## config.mk

```make
export PLATFORM = sky130hd
export DESIGN_NAME = pipe_stage_latch_flat
export DESIGN_NICKNAME = d
export VERILOG_FILES = /design/src/rtl/pipe_pkg.sv /design/src/rtl/pipe_stage_latch_if.sv /design/src/rtl/pipe_sat_cnt.sv /design/src/rtl/pipe_stage_latch.sv /design/src/flat_wrapper.sv
export SDC_FILE = /design/constraint.sdc
export NUM_CORES = 1
export LEC_CHECK = 0
export CAP_MARGIN = 20
export CORE_UTILIZATION = 50
export CTS_CLUSTER_DIAMETER = 50
export DETAILED_ROUTE_END_ITERATION = 12
export PLACE_DENSITY = 0.85
export SYNTH_ARGS = -nofsm -noshare
export SYNTH_HDL_FRONTEND = slang
export SYNTH_HIERARCHICAL = 1
export SYNTH_SLANG_ARGS = --single-unit
```

## constraint.sdc

```tcl
create_clock -name clk -period 4.85 [get_ports clk]
set_input_delay 0.97 -clock clk [delete_from_list [all_inputs] [get_ports clk]]
set_output_delay 0.97 -clock clk [all_outputs]
set_load 0.01 [all_outputs]
```

## src/rtl/pipe_pkg.sv

```systemverilog
// -----------------------------------------------------------------------------
// pipe_pkg
// Shared definitions for the inter-stage pipeline latch: state encoding,
// default bubble instruction, and widths of the status outputs.
// -----------------------------------------------------------------------------
package pipe_pkg;

  // Occupancy is 0..2, so two bits; the state encoding equals the occupancy.
  localparam int OCC_W = 2;
  localparam int CNT_W = 16;

  // MIPS "sll $0,$0,0"; zero-extended to the payload width by the latch.
  localparam logic [31:0] NOP_INSN = 32'h0000_0000;

  typedef logic [OCC_W-1:0] state_t;

  localparam state_t ST_EMPTY = 2'd0;  // nothing held
  localparam state_t ST_HALF  = 2'd1;  // main register valid
  localparam state_t ST_FULL  = 2'd2;  // main + skid valid (skid variant only)

  function automatic logic [OCC_W-1:0] occ_of(input state_t s);
    case (s)
      ST_HALF: occ_of = 2'd1;
      ST_FULL: occ_of = 2'd2;
      default: occ_of = 2'd0;
    endcase
  endfunction

endpackage

```

## src/rtl/pipe_stage_latch_if.sv

```systemverilog
// -----------------------------------------------------------------------------
// pipe_stage_latch_if
// Bundle of the stage-boundary handshake, flush and status signals.
//   master : upstream/downstream/control side (drives in_*, flush, out_ready)
//   slave  : the latch itself
// -----------------------------------------------------------------------------
interface pipe_stage_latch_if #(
  parameter int DATA_W = 64
);
  import pipe_pkg::*;

  logic              in_valid;
  logic              in_ready;
  logic [DATA_W-1:0] in_data;
  logic              flush;
  logic              out_valid;
  logic              out_ready;
  logic [DATA_W-1:0] out_data;
  logic [OCC_W-1:0]  occupancy;
  logic [CNT_W-1:0]  drop_cnt;

  modport master (
    output in_valid, in_data, flush, out_ready,
    input  in_ready, out_valid, out_data, occupancy, drop_cnt
  );

  modport slave (
    input  in_valid, in_data, flush, out_ready,
    output in_ready, out_valid, out_data, occupancy, drop_cnt
  );

endinterface

```

## src/rtl/pipe_sat_cnt.sv

```systemverilog
// -----------------------------------------------------------------------------
// pipe_sat_cnt
// W-bit counter that adds 0..3 per cycle and sticks at all-ones.
//   clk, rst_n : clock, async active-low reset (count -> 0)
//   inc        : amount to add this cycle
//   cnt        : current count
// -----------------------------------------------------------------------------
module pipe_sat_cnt
  import pipe_pkg::*;
#(
  parameter int W = CNT_W
) (
  input  logic         clk,
  input  logic         rst_n,
  input  logic [1:0]   inc,
  output logic [W-1:0] cnt
);

  logic [W:0] sum;

  // One extra bit catches the carry out; a carry means we passed the ceiling.
  assign sum = {1'b0, cnt} + {{(W - 1){1'b0}}, inc};

  always_ff @(posedge clk or negedge rst_n) begin
    if (!rst_n) begin
      cnt <= '0;
    end else if (sum[W]) begin
      cnt <= '1;
    end else begin
      cnt <= sum[W-1:0];
    end
  end

endmodule

```

## src/rtl/pipe_stage_latch.sv

```systemverilog
// -----------------------------------------------------------------------------
// pipe_stage_latch
// Generic pipeline register for one stage boundary. Carries a DATA_W payload
// with valid/ready handshake, optionally absorbs one stall cycle in a skid
// entry, flushes synchronously to a NOP bubble and counts flushed entries.
//   clk, rst_n : clock, async active-low reset
//   bus        : slave side of pipe_stage_latch_if
//                in_valid/in_ready/in_data   upstream handshake
//                out_valid/out_ready/out_data downstream handshake
//                flush                        kill held and incoming entries
//                occupancy                    entries held (0..2)
//                drop_cnt                     saturating count of flushed entries
// Parameters: SKID_EN=1 gives a registered in_ready (no out_ready->in_ready
// path); SKID_EN=0 gives a single register with combinational ready.
// -----------------------------------------------------------------------------
module pipe_stage_latch
  import pipe_pkg::*;
#(
  parameter int                DATA_W   = 64,
  parameter logic [DATA_W-1:0] NOP_WORD = DATA_W'(NOP_INSN),
  parameter bit                SKID_EN  = 1'b1
) (
  input logic              clk,
  input logic              rst_n,
  pipe_stage_latch_if.slave bus
);

  state_t            state_q, state_d;
  logic [DATA_W-1:0] main_q, main_d;
  logic [DATA_W-1:0] skid_q, skid_d;
  logic              out_valid;
  logic              in_ready;
  logic              accept;
  logic              take;
  logic [OCC_W-1:0]  occ;
  logic [1:0]        drop_inc;

  assign out_valid = (state_q != ST_EMPTY);
  assign occ       = occ_of(state_q);
  assign accept    = bus.in_valid & in_ready;
  assign take      = out_valid & bus.out_ready;

  generate
    if (SKID_EN) begin : g_skid_ready
      // Decoded from state only, so downstream stalls never ripple upstream
      // combinationally; the skid entry catches the one in-flight payload.
      assign in_ready = (state_q != ST_FULL);
    end else begin : g_comb_ready
      assign in_ready = !out_valid | bus.out_ready;
    end
  endgenerate

  assign bus.in_ready  = in_ready;
  assign bus.out_valid = out_valid;
  assign bus.out_data  = out_valid ? main_q : NOP_WORD;
  assign bus.occupancy = occ;

  // A taken entry is consumed even in the flush cycle, so it is not a drop.
  assign drop_inc = bus.flush ? (occ + {1'b0, accept} - {1'b0, take}) : 2'd0;

  always_comb begin
    // NOTE: every output of this block gets a default first, so paths that
    // do not assign it hold their value instead of inferring a latch.
    state_d = state_q;
    main_d  = main_q;
    skid_d  = skid_q;
    if (bus.flush) begin
      state_d = ST_EMPTY;
      main_d  = NOP_WORD;
      skid_d  = NOP_WORD;
    end else begin
      case (state_q)
        ST_EMPTY: begin
          if (accept) begin
            state_d = ST_HALF;
            main_d  = bus.in_data;
          end
        end
        ST_HALF: begin
          if (accept && take) begin
            main_d = bus.in_data;
          end else if (accept && SKID_EN) begin
            state_d = ST_FULL;
            skid_d  = bus.in_data;
          end else if (take) begin
            state_d = ST_EMPTY;
            main_d  = NOP_WORD;
          end
        end
        ST_FULL: begin
          // in_ready is low here, so only the drain can happen.
          if (take) begin
            state_d = ST_HALF;
            main_d  = skid_q;
            skid_d  = NOP_WORD;
          end
        end
        default: begin
          state_d = ST_EMPTY;
          main_d  = NOP_WORD;
          skid_d  = NOP_WORD;
        end
      endcase
    end
  end

  always_ff @(posedge clk or negedge rst_n) begin
    // NOTE: payload registers are reset too, so out_data and the skid entry
    // start from a known NOP rather than X after power-up.
    if (!rst_n) begin
      state_q <= ST_EMPTY;
      main_q  <= NOP_WORD;
      skid_q  <= NOP_WORD;
    end else begin
      // NOTE: non-blocking assignments so every register samples the
      // pre-edge values regardless of statement order.
      state_q <= state_d;
      main_q  <= main_d;
      skid_q  <= skid_d;
    end
  end

  pipe_sat_cnt #(
    .W (CNT_W)
  ) u_drop_cnt (
    .clk   (clk),
    .rst_n (rst_n),
    .inc   (drop_inc),
    .cnt   (bus.drop_cnt)
  );

endmodule
```

## src/flat_wrapper.sv

```systemverilog
// flat-port wrapper written by rule: the top's interface ports become plain ports
module pipe_stage_latch_flat import pipe_pkg::*;
#(
  parameter int                DATA_W   = 64,
  parameter logic [DATA_W-1:0] NOP_WORD = DATA_W'(NOP_INSN),
  parameter bit                SKID_EN  = 1'b1
)
  (clk, rst_n, bus_in_valid, bus_in_data, bus_flush, bus_out_ready, bus_in_ready, bus_out_valid, bus_out_data, bus_occupancy, bus_drop_cnt);
  pipe_stage_latch_if #(.DATA_W(DATA_W)) bus_i ();
  input logic clk;
  input logic rst_n;
  input wire logic [$bits(bus_i.in_valid)-1:0] bus_in_valid;
  input wire logic [$bits(bus_i.in_data)-1:0] bus_in_data;
  input wire logic [$bits(bus_i.flush)-1:0] bus_flush;
  input wire logic [$bits(bus_i.out_ready)-1:0] bus_out_ready;
  output wire logic [$bits(bus_i.in_ready)-1:0] bus_in_ready;
  output wire logic [$bits(bus_i.out_valid)-1:0] bus_out_valid;
  output wire logic [$bits(bus_i.out_data)-1:0] bus_out_data;
  output wire logic [$bits(bus_i.occupancy)-1:0] bus_occupancy;
  output wire logic [$bits(bus_i.drop_cnt)-1:0] bus_drop_cnt;
  assign bus_i.in_valid = bus_in_valid;
  assign bus_i.in_data = bus_in_data;
  assign bus_i.flush = bus_flush;
  assign bus_i.out_ready = bus_out_ready;
  assign bus_in_ready = bus_i.in_ready;
  assign bus_out_valid = bus_i.out_valid;
  assign bus_out_data = bus_i.out_data;
  assign bus_occupancy = bus_i.occupancy;
  assign bus_drop_cnt = bus_i.drop_cnt;
  pipe_stage_latch #(.DATA_W(DATA_W), .NOP_WORD(NOP_WORD), .SKID_EN(SKID_EN)) u_core (.clk(clk), .rst_n(rst_n), .bus(bus_i));
endmodule
```

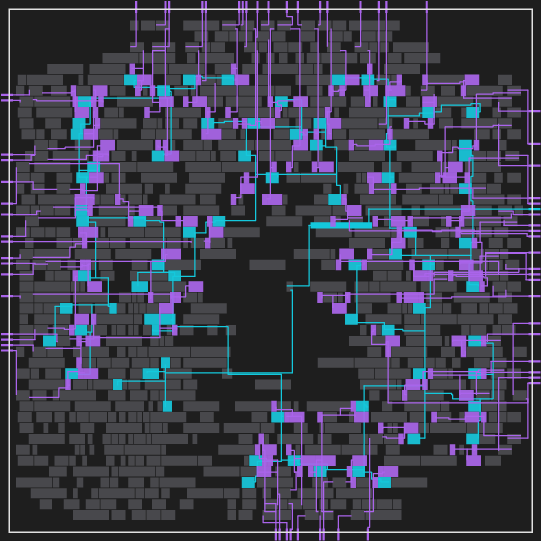
**Above:** port wiring.
(4 px per µm)
bus_in_data: drawn in purple, bits 64, direction input, edge 20 right, 18 top, 17 left, 9 bottom, end cells 192, buffers 64, wire 2520 µm. bus_flush: drawn in cyan, bits 1, direction input, edge right, end cells 72, buffers 2, wire 996 µm.
number of input and output port buffers inserted: 152
number of top-level pins: 153

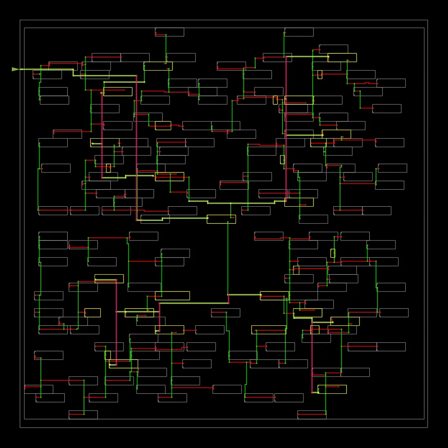
**Above:** clock wiring as the flow saved it.
count of clock-net buffers in the final layout: 25
sequential cells: 146
clock sink count: 146
setup skew after layout: 0.00383 ns

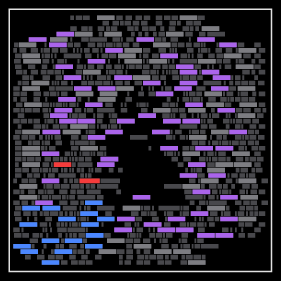
**Above:** register map, names as in the netlist.
(2 px per µm) Other sequential cells in the stronger gray, the rest of the logic in the fainter gray.
u_core/skid_q: drawn in purple, flops 64, where spread over the die. u_core/u_drop_cnt/cnt: drawn in blue, flops 16, where bottom left. u_core/state_q: drawn in red, flops 2.
Another 64 sequential cells are not colored.
total sequential power: 1.44 mW
area of all sequential standard cells: 0.00366 mm²
flip-flop and latch share of the layout cell area: 34.7%
utilization after layout: 65.8%

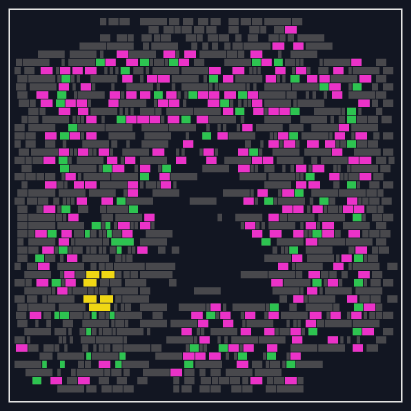
**Above:** gate families picked out.
(3 px per µm)
inverting AOI/OAI gates: drawn in green, cells 81, most used o32ai_1, where spread over the die. adder and majority cells: drawn in yellow, cells 6, most used ha_1, where bottom left. multiplexers: drawn in magenta, cells 197, most used mux2i_1, where spread over the die.
multi-input logic portion of the cell area: 36.6%
final cell count without fillers: 1168
most instantiated logic cell after routing: clkdlybuf4s50_1

==> flow_summary.rst <==
Flow metrics
------------

.. list-table::
   :header-rows: 1

   * - Metric
     - Value
   * - Cell leakage power
     - approximately 4.7 nW
   * - Placed inst area
     - ~0.0099 mm²
   * - Filler Cells Inserted
     - 1291
   * - Worst Hold Margin
     - 0.480 ns
   * - Hold-fix buffers, CTS
     - 0
   * - Flip-flops with a built-in enable
     - 0
   * - Heaviest power group
     - registers
   * - Synthesized cell area
     - between 0.008 and 0.009 mm²
   * - Startpoint of the tightest hold check path
     - u_core/main_q[30]
   * - PostCTS Resize Cnt
     - 0
   * - Worst min-delay path endpoint
     - u_core/main_q[30]
   * - CP startpoint kind
     - primary input
   * - Global routing usage on met2
     - 40.5%
   * - GRT Overall Usage
     - between 20 and 25%
   * - Crit-path cells
     - clkdlybuf4s50_1, inv_1, nor2_1, ha_1, ha_1, xnor2_1, xnor2_1, and2_1, inv_1, fa_1, nand2b_4, nor2_1, and4_2, mux2_2
   * - Via count
     - 6238
   * - Placed cells
     - about 1100
   * - Delay of the slowest cell on the worst path
     - 0.53 ns
   * - Leftover overflow at the end of global routing
     - 0
   * - Largest registers
     - u_core/main_q x64, u_core/skid_q x64, u_core/u_drop_cnt/cnt x16
   * - Post-Syn Instances
     - a little over 800
   * - Highest routed metal layer
     - met5
   * - Portion of total power attributed to combinational logic
     - 21.3%
   * - Fin nets
     - 1016
   * - Starting DRC count in detailed routing
     - 345
   * - Count of cell types in the netlist
     - 40
   * - Worst-skew pair later-pin latency
     - 0.42 ns
   * - Routed metal-1 wire length
     - 9.00 mm
   * - Arrival @ worst endpoint
     - between 4 and 5 ns
   * - Final routed wirelength across all metal layers
     - 19.7 mm
   * - Crit path launch
     - bus_in_valid
   * - Buffer count from post-CTS setup fixing
     - 0
   * - Shortest clock period the worst path allows after layout
     - 3.89 ns
   * - Synthesized net count
     - 886
   * - Status
     - finished, final reports clean
   * - Type of the tightest min-delay check
     - register to register
   * - Path length in cells of the critical path
     - 14
   * - Height of the die
     - ~130 µm
   * - Wire length of the first global-routing pass
     - 32.3 mm
   * - Cell family with most CP delay
     - simple AND/OR/NAND/NOR gates
   * - List of most frequent post-synthesis cells
     - 146 x dfrtp_1, 136 x inv_1, 128 x mux2i_1
   * - TritonCTS buffer count
     - 17
   * - Flop-to-flop setup slack
     - 1.21 ns
   * - Switching portion of total power
     - a little over a quarter
   * - Via count of the first global-routing pass
     - 6456
   * - NetSw
     - 0.939 mW
   * - Comb power
     - approximately 0.73 mW
   * - GR met1 Demand/Resource
     - 32.2%
   * - Avg Inst Size Synth
     - 10.2 µm²
   * - Initial antenna violation count
     - 1
   * - R2R cell count
     - 13
   * - Commonest cells after routing, fill and taps aside
     - 150 x clkdlybuf4s50_1, 145 x dfrtp_1, 136 x inv_1
   * - Avg WL per Cell
     - around 17 µm
   * - FP Rows
     - roughly 46
   * - Part of the Yosys area used for sequential elements
     - 44.4%
   * - HPWL after detailed placement
     - 12.2 mm
   * - Top post-synthesis cells by area
     - dfrtp_1 44%, mux2i_1 16%, mux2_1 8.2%
   * - Number of buffer and inverter instances along the worst setup path
     - 3
   * - Final setup violation count
     - 0
   * - Relative slew margins
     - 31.1%
   * - Pin count of the biggest net entering global routing
     - 96
   * - Maximum VDD drop
     - 231 µV
   * - Number of cells traversed by the worst hold path
     - 1
   * - Core area
     - between 0.015 and 0.02 mm²
   * - Smallest setup slack after layout
     - ~0.96 ns
   * - Total cells reported by yosys after synthesis
     - 811
   * - Endpoint kind of the worst setup timing path
     - register
   * - Setup Crit Path Kind
     - primary input to register
   * - GPL Wtd Cong
     - 0.846
   * - Minimum setup slack after placement
     - 0.570 ns
   * - Number of antenna cells inserted
     - 0
   * - Pre-placement core utilization
     - 51.5%
   * - Stage-log warning count
     - 27
   * - Most instantiated flip-flop cell in the synthesis netlist
     - dfrtp_1
   * - Clock Tree Buf Depth
     - 2
   * - Fraction of final layout cells sized beyond drive strength 1
     - under 10%
   * - Actual transition at the worst max-transition pin
     - 1.03 ns
   * - Final count of hold timing violations
     - 0
   * - Unrepaired setup endpoints after global routing
     - false
   * - Final ANT Viol Nets
     - 0
   * - Most frequent cell after synthesis
     - dfrtp_1
   * - Clock transition at the registers of the reported paths
     - roughly 0.060 ns
   * - Worst reg2reg endpoint
     - u_core/u_drop_cnt/cnt[10]
   * - Area Overhead vs Synth
     - 27.8%
   * - Met2 Routed Length
     - 9.32 mm
   * - Clock tree from TritonCTS
     - done
   * - Warnings from Yosys
     - 6
   * - Post-synth ARST share
     - 100%
   * - Post-route setup TNS
     - 0 ns
   * - Yosys-reported design area after synthesis
     - 0.00824 mm²
[final cells by class]
type	count	area (µm²)	area share [%]
multi-input combinational	474	3860	36.6
sequential	146	3660	34.7
timing repair buffer	166	1670	15.8
inverter	136	510	4.85
clock buffer	25	485	4.61
tap	216	270	2.57
clock inverter	5	77.6	0.737
[kinds of logic (layout without fill, tap and decap cells)]
group | after synthesis | count (layout) | synth area share, %
multiplexers | 197 | 197 | 25.0
buffers and inverters | 191 | 332 | 8.99
AND/OR/NAND/NOR | 184 | 184 | 11.8
flip-flops | 146 | 146 | 44.4
AND-OR/OR-AND | 83 | 83 | 8.40
adder cells (fa/ha/maj) | 6 | 6 | 1.00
XOR/XNOR | 4 | 4 | 0.425
Power and IR drop assume default switching activity.
